## src/rtl/mem_trace_pkg.sv

```systemverilog
// mem_trace_pkg
//   Shared encodings for the memory-write trace capture unit.
//   - trace_state_e : capture FSM states, also driven onto the state output
//   - MODE_STOP / MODE_WRAP : values of the WRAP_MODE parameter
package mem_trace_pkg;

   typedef enum logic [1:0] {
      ST_IDLE    = 2'd0,
      ST_CAPTURE = 2'd1,
      ST_STOPPED = 2'd2
   } trace_state_e;

   localparam int MODE_STOP = 0;   // stop capturing once the buffer fills
   localparam int MODE_WRAP = 1;   // overwrite the oldest entry when full

endpackage

```

## src/rtl/trace_fifo.sv

```systemverilog
// trace_fifo
//   Storage for captured trace entries: a power-of-two circular buffer with
//   first-word-fall-through head output and optional overwrite-on-full.
// Ports:
//   clk, reset   : clock, asynchronous active-low reset
//   clear        : synchronous flush of pointers and count (dominates push/pop)
//   push, wdata  : append an entry
//   pop          : drop the head entry (caller only pops when count != 0)
//   wrap_en      : when full and not popping, a push replaces the oldest entry
//   head         : current head entry, zero while empty
//   count        : entries held, 0..DEPTH
//   overwrite    : pulses in the cycle a push displaces the oldest entry
module trace_fifo
   import mem_trace_pkg::*;
#(
   parameter int WIDTH = 8,
   parameter int DEPTH = 16
) (
   input  logic                     clk,
   input  logic                     reset,
   input  logic                     clear,
   input  logic                     push,
   input  logic                     pop,
   input  logic                     wrap_en,
   input  logic [WIDTH-1:0]         wdata,
   output logic [WIDTH-1:0]         head,
   output logic [$clog2(DEPTH):0]   count,
   output logic                     overwrite
);

   localparam int PW = $clog2(DEPTH);
   localparam int CW = PW + 1;

   logic [PW-1:0]    wptr_q;
   logic [PW-1:0]    rptr_q;
   logic [CW-1:0]    count_q;
   logic [WIDTH-1:0] mem [DEPTH];

   logic full;
   logic do_write;
   logic grow;

   // A push at full is accepted when a pop frees the head in the same cycle,
   // or when wrapping is enabled (the oldest entry is then discarded).
   always_comb begin
      full      = (count_q == CW'(DEPTH));
      do_write  = push && (!full || pop || wrap_en);
      overwrite = push && full && !pop && wrap_en;
      grow      = do_write && !overwrite;
   end

   always_ff @(posedge clk or negedge reset) begin
      if (!reset) begin
         wptr_q  <= '0;
         rptr_q  <= '0;
         count_q <= '0;
      end else if (clear) begin
         wptr_q  <= '0;
         rptr_q  <= '0;
         count_q <= '0;
      end else begin
         if (do_write) begin
            wptr_q <= wptr_q + 1'b1;
         end
         if (pop || overwrite) begin
            rptr_q <= rptr_q + 1'b1;
         end
         count_q <= count_q + CW'(grow) - CW'(pop);
      end
   end

   // Storage needs no reset: head is masked to zero whenever the buffer is empty.
   always_ff @(posedge clk) begin
      if (do_write && !clear) begin
         mem[wptr_q] <= wdata;
      end
   end

   assign head  = (count_q != '0) ? mem[rptr_q] : '0;
   assign count = count_q;

endmodule

```

## src/rtl/mem_trace_buffer.sv

```systemverilog
// mem_trace_buffer
//   Captures data-memory write events whose address lies in
//   [filter_lo, filter_hi] together with a cycle timestamp, and presents them
//   on a first-word-fall-through readout port.
// Ports:
//   clk, reset            : clock, asynchronous active-low reset
//   arm / disarm          : pulses; arm clears and starts capture, disarm stops
//                           capture keeping contents (disarm wins if both)
//   filter_lo, filter_hi  : inclusive unsigned address window
//   wr_valid/addr/data    : observed memory write
//   rd_ready, rd_valid, rd_addr, rd_data, rd_ts : readout port
//   count, dropped, state : occupancy, saturating lost-event count, FSM state
//
// Readout handshake: rd_valid is high whenever count != 0 and rd_* then show
// the oldest entry; an entry is consumed in any cycle where rd_valid and
// rd_ready are both high, and rd_valid never depends on rd_ready.
module mem_trace_buffer
   import mem_trace_pkg::*;
#(
   parameter int ADDR_WIDTH = 32,
   parameter int DATA_WIDTH = 32,
   parameter int DEPTH      = 16,
   parameter int TS_WIDTH   = 16,
   parameter int DROP_WIDTH = 8,
   parameter int WRAP_MODE  = 0
) (
   input  logic                    clk,
   input  logic                    reset,
   input  logic                    arm,
   input  logic                    disarm,
   input  logic [ADDR_WIDTH-1:0]   filter_lo,
   input  logic [ADDR_WIDTH-1:0]   filter_hi,
   input  logic                    wr_valid,
   input  logic [ADDR_WIDTH-1:0]   wr_addr,
   input  logic [DATA_WIDTH-1:0]   wr_data,
   input  logic                    rd_ready,
   output logic                    rd_valid,
   output logic [ADDR_WIDTH-1:0]   rd_addr,
   output logic [DATA_WIDTH-1:0]   rd_data,
   output logic [TS_WIDTH-1:0]     rd_ts,
   output logic [$clog2(DEPTH):0]  count,
   output logic [DROP_WIDTH-1:0]   dropped,
   output logic [1:0]              state
);

   localparam int CW = $clog2(DEPTH) + 1;
   localparam int EW = ADDR_WIDTH + DATA_WIDTH + TS_WIDTH;

   trace_state_e          state_q, state_d;
   logic [TS_WIDTH-1:0]   ts_q;
   logic [DROP_WIDTH-1:0] dropped_q;
   logic [EW-1:0]         head;
   logic                  arm_eff, in_range, hit, push, pop, stop_drop, fills, overwrite;

   // Qualification. In the arm cycle both the write and any pop are discarded,
   // since the buffer is being flushed anyway.
   always_comb begin
      arm_eff   = arm && !disarm;
      in_range  = (wr_addr >= filter_lo) && (wr_addr <= filter_hi);
      hit       = wr_valid && in_range && !arm_eff;
      push      = hit && (state_q == ST_CAPTURE);
      stop_drop = hit && (state_q == ST_STOPPED);
      pop       = rd_valid && rd_ready && !arm_eff;
      fills     = push && !pop && (count == CW'(DEPTH - 1)) && (WRAP_MODE == MODE_STOP);
   end

   always_ff @(posedge clk or negedge reset) begin
      if (!reset) begin
         state_q <= ST_IDLE;
      end else begin
         state_q <= state_d;
      end
   end

   always_comb begin
      state_d = state_q;
      case (state_q)
         ST_IDLE: begin
            if (arm_eff) state_d = ST_CAPTURE;
         end
         ST_CAPTURE: begin
            if (disarm)     state_d = ST_IDLE;
            else if (arm)   state_d = ST_CAPTURE;
            else if (fills) state_d = ST_STOPPED;
         end
         ST_STOPPED: begin
            if (disarm)   state_d = ST_IDLE;
            else if (arm) state_d = ST_CAPTURE;
         end
         default: state_d = ST_IDLE;
      endcase
   end

   // Timestamp runs in CAPTURE and STOPPED, holds in IDLE, wraps naturally.
   always_ff @(posedge clk or negedge reset) begin
      if (!reset) begin
         ts_q <= '0;
      end else if (arm_eff) begin
         ts_q <= '0;
      end else if (state_q != ST_IDLE) begin
         ts_q <= ts_q + 1'b1;
      end
   end

   // overwrite only fires in CAPTURE and stop_drop only in STOPPED, so at
   // most one increment per cycle.
   always_ff @(posedge clk or negedge reset) begin
      if (!reset) begin
         dropped_q <= '0;
      end else if (arm_eff) begin
         dropped_q <= '0;
      end else if ((stop_drop || overwrite) && (dropped_q != '1)) begin
         dropped_q <= dropped_q + 1'b1;
      end
   end

   trace_fifo #(
      .WIDTH (EW),
      .DEPTH (DEPTH)
   ) u_fifo (
      .clk       (clk),
      .reset     (reset),
      .clear     (arm_eff),
      .push      (push),
      .pop       (pop),
      .wrap_en   (WRAP_MODE == MODE_WRAP),
      .wdata     ({wr_addr, wr_data, ts_q}),
      .head      (head),
      .count     (count),
      .overwrite (overwrite)
   );

   assign rd_valid = (count != '0);
   assign {rd_addr, rd_data, rd_ts} = head;
   assign dropped  = dropped_q;
   assign state    = state_q;

endmodule

```

## config.mk

```make
export PLATFORM = sky130hd
export DESIGN_NAME = mem_trace_buffer
export DESIGN_NICKNAME = d
export VERILOG_FILES = /design/src/rtl/mem_trace_pkg.sv /design/src/rtl/trace_fifo.sv /design/src/rtl/mem_trace_buffer.sv
export SDC_FILE = /design/constraint.sdc
export NUM_CORES = 2
export LEC_CHECK = 0
export CAP_MARGIN = 20
export CELL_PAD_IN_SITES_DETAIL_PLACEMENT = 1
export CELL_PAD_IN_SITES_GLOBAL_PLACEMENT = 2
export CORE_ASPECT_RATIO = 1.75
export CORE_MARGIN = 8
export CORE_UTILIZATION = 48
export CTS_CLUSTER_DIAMETER = 30
export DETAILED_ROUTE_END_ITERATION = 10
export PLACE_DENSITY_LB_ADDON = 0.2
export REMOVE_ABC_BUFFERS = 1
export SLEW_MARGIN = 20
export SYNTH_ARGS = -nofsm -noshare
export SYNTH_HDL_FRONTEND = slang
export SYNTH_SLANG_ARGS = --single-unit
```

## constraint.sdc

```tcl
create_clock -name clk -period 10.81 [get_ports clk]
set_clock_uncertainty 0.15 [all_clocks]
set_input_delay 2.162 -clock clk [delete_from_list [all_inputs] [get_ports clk]]
set_output_delay 2.162 -clock clk [all_outputs]
set_load 0.01 [all_outputs]
```

==> images/placement_by_type.png <==
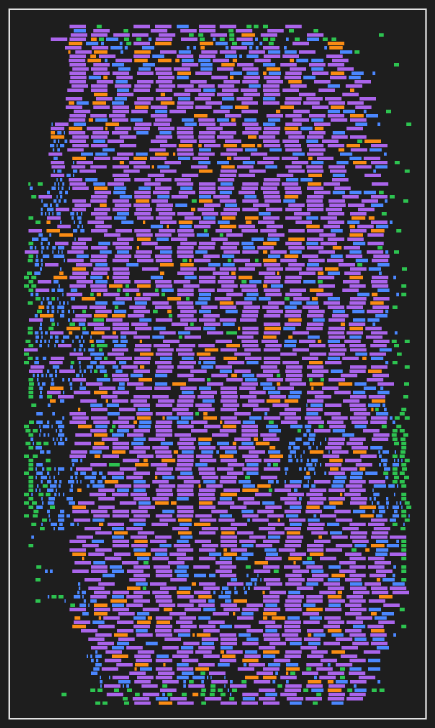
colour	class	cells	share of their area
orange	clock drivers and dummy loads	288	9.0%
blue	combinational and other logic	900	21%
green	other buffers and delay cells	270	4.4%
purple	flops	1319	66%
fraction of area in registers: 63.8%
Finished Core Util: 57.0%

==> images/sizes.png <==
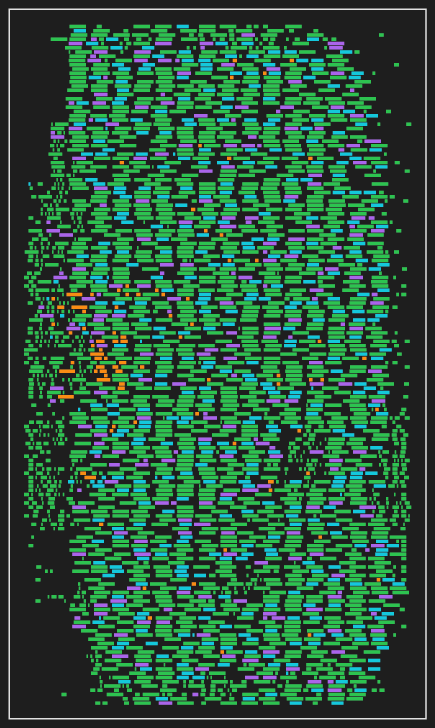
colour	size	cells
cyan	_2 cells	422
green	_0 and _1 cells	2035
purple	_6 and larger	235
orange	_3 and _4 cells	85
Area Growth Syn to Fin: 18.2%
Non-CTS buffers: 270
Setup WS post-layout: 3.59 ns
Final Cell Area: 0.0618 mm^2

==> summary.txt <==
impl run done, here's what came out: outcome complete, no violations, I/O pins around 230, GR Util met1 about 28%, hold_ws just over 0.4 ns, Async S/R FF share, synth 2.96%, global-route usage over all layers a little over a fifth, startpoint types input pin, floorplan core density between 40% and 50%, Top Layout Cells edfxtp_1, mux4_2, clkdlybuf4s50_1, Hold Path Depth 1, Synth Flop Type edfxtp_1, FF-to-FF path depth 8, pin count of the biggest net entering global routing approximately 150, Rows 160, setup violators final 0, NumNets Final 2859, unrepaired setup endpoints after global routing no, Pre-Repair DR Iteration Count 5, post-synthesis cell type count between 50 and 60, Crit Path Max Fanout 46, Peak VDD IR approximately 0.00023 V, placed inst area roughly 0.056 mm^2, Post-CTS Setup Inserts 0, pre-CTS setup slack approximately 2.3 ns, Post-synth regs about 1300, Post-route DRC 0, Final Hold Viols 0, Post-Syn Area ~0.052 mm^2, Slew headroom between 20% and 30%, Die Area 0.120 mm^2, Mapped Avg Cell Area 22.4 um^2, H-tree depth 4, Inserted Clock Buffers ~160, cell total after placement around 3900, Tmin final 7.22 ns, Post-DP HPWL between 70 and 80 mm, Post-Route WL 128 mm, # resized after CTS 0, CTS clk-pin slew, worst paths ~0.060 ns, FF-to-FF End u_fifo.mem[11][25]$_DFFE_PP_, final cell count without fillers 4242, Final ANT Viol Nets 0, gpl congestion 0.766, vias in the first global route approximately 28000
-- final cells by class --
| class | instances | area [um^2] |
|---|---|---|
| multi-input combinational | 823 | 12200 |
| timing repair buffer | 270 | 2650 |
| clock buffer | 169 | 3960 |
| inverter | 77 | 289 |
| sequential | 1319 | 39400 |
| clock inverter | 119 | 1410 |
| antenna | 7 | 17.5 |
| tap | 1458 | 1820 |
| fill | 9111 | 46500 |
-- power breakdown --
part | leakage, uW | internal [uW] | total, uW | switching (uW)
Combinational | 0.00508 | 1860 | 3380 | 1520
Sequential | 0.0121 | 5630 | 5790 | 159
Clock | 0.00259 | 3130 | 5380 | 2250
Total | 0.0198 | 10600 | 14600 | 3930
-- worst max-delay path by stage --
stage,endpoint,depth (start not counted)
2_1_floorplan,rd_addr[0],3
3_3_place_gp,u_fifo.mem[10][9]$_DFFE_PP_,10
3_5_place_dp,u_fifo.mem[11][9]$_DFFE_PP_,10
4_1_cts,u_fifo.mem[11][32]$_DFFE_PP_,10
5_1_grt,u_fifo.mem[11][17]$_DFFE_PP_,11
6_report,u_fifo.mem[11][25]$_DFFE_PP_,11
-- state kept, by name, summed over array words and instances (netlist names) --
signal	flops
u_fifo.mem	1280
ts_q	16
dropped	8
u_fifo.count	5
u_fifo.rptr_q	4
u_fifo.wptr_q	4
state	2
-- cells by family (layout without fill, tap and decap cells) --
family / Yosys count / count (layout) / synth area share, %
muxes: 401 / 401 / 17.3
DFF: 1319 / 1319 / 75.4
other: 0 / 7 / 0
xor gates and xnor gates: 18 / 18 / 0.302
AOI/OAI and AO/OA: 94 / 94 / 1.13
adders and majority gates: 79 / 79 / 1.91
and+or+nand+nor: 231 / 231 / 2.59
buffers and inverters: 186 / 635 / 1.40
-- layer usage --
metal | up-vias | part of all wire (%)
met5 | - | 0.019
met4 | 4 | 2.4
li1 | 10500 | -
met2 | 884 | 51
met3 | 196 | 6.6
met1 | 13500 | 40
-- worst max-delay path: stages --
cell and delay [ns]:
clkdlybuf4s50_1 0.78, ha_1 0.52, nand4_1 0.22, or3_1 0.42, o32ai_1 0.28, o41a_1 0.39, o211ai_4 0.31, nor2_1 0.42
buf_4 0.27, and4b_4 0.81, buf_4 0.78
-- synth_stat cells (4+ instances only) --
master / n / share of area (%)
ha_1: 78 / 1.9
nand3_1: 22 / 0.21
xor2_1: 15 / 0.25
or3_1: 7 / 0.084
or4_1: 4 / 0.057
and2_1: 81 / 0.97
nand2_1: 30 / 0.22
edfxtp_1: 1280 / 74
and4b_1: 6 / 0.11
o31ai_1: 7 / 0.10
dfrtp_1: 39 / 1.9
inv_1: 77 / 0.55
nand2b_1: 6 / 0.072
nor2_1: 31 / 0.22
clkbuf_1: 78 / 0.56
buf_2: 21 / 0.20
nand4_1: 13 / 0.16
mux4_2: 400 / 17
a21o_1: 8 / 0.11
nor3_1: 5 / 0.048
buf_1: 9 / 0.065
o21ai_0: 19 / 0.18
and4_1: 9 / 0.15
a21oi_1: 38 / 0.36
Power figures rest on the tool's default switching activity, not on a simulated workload.
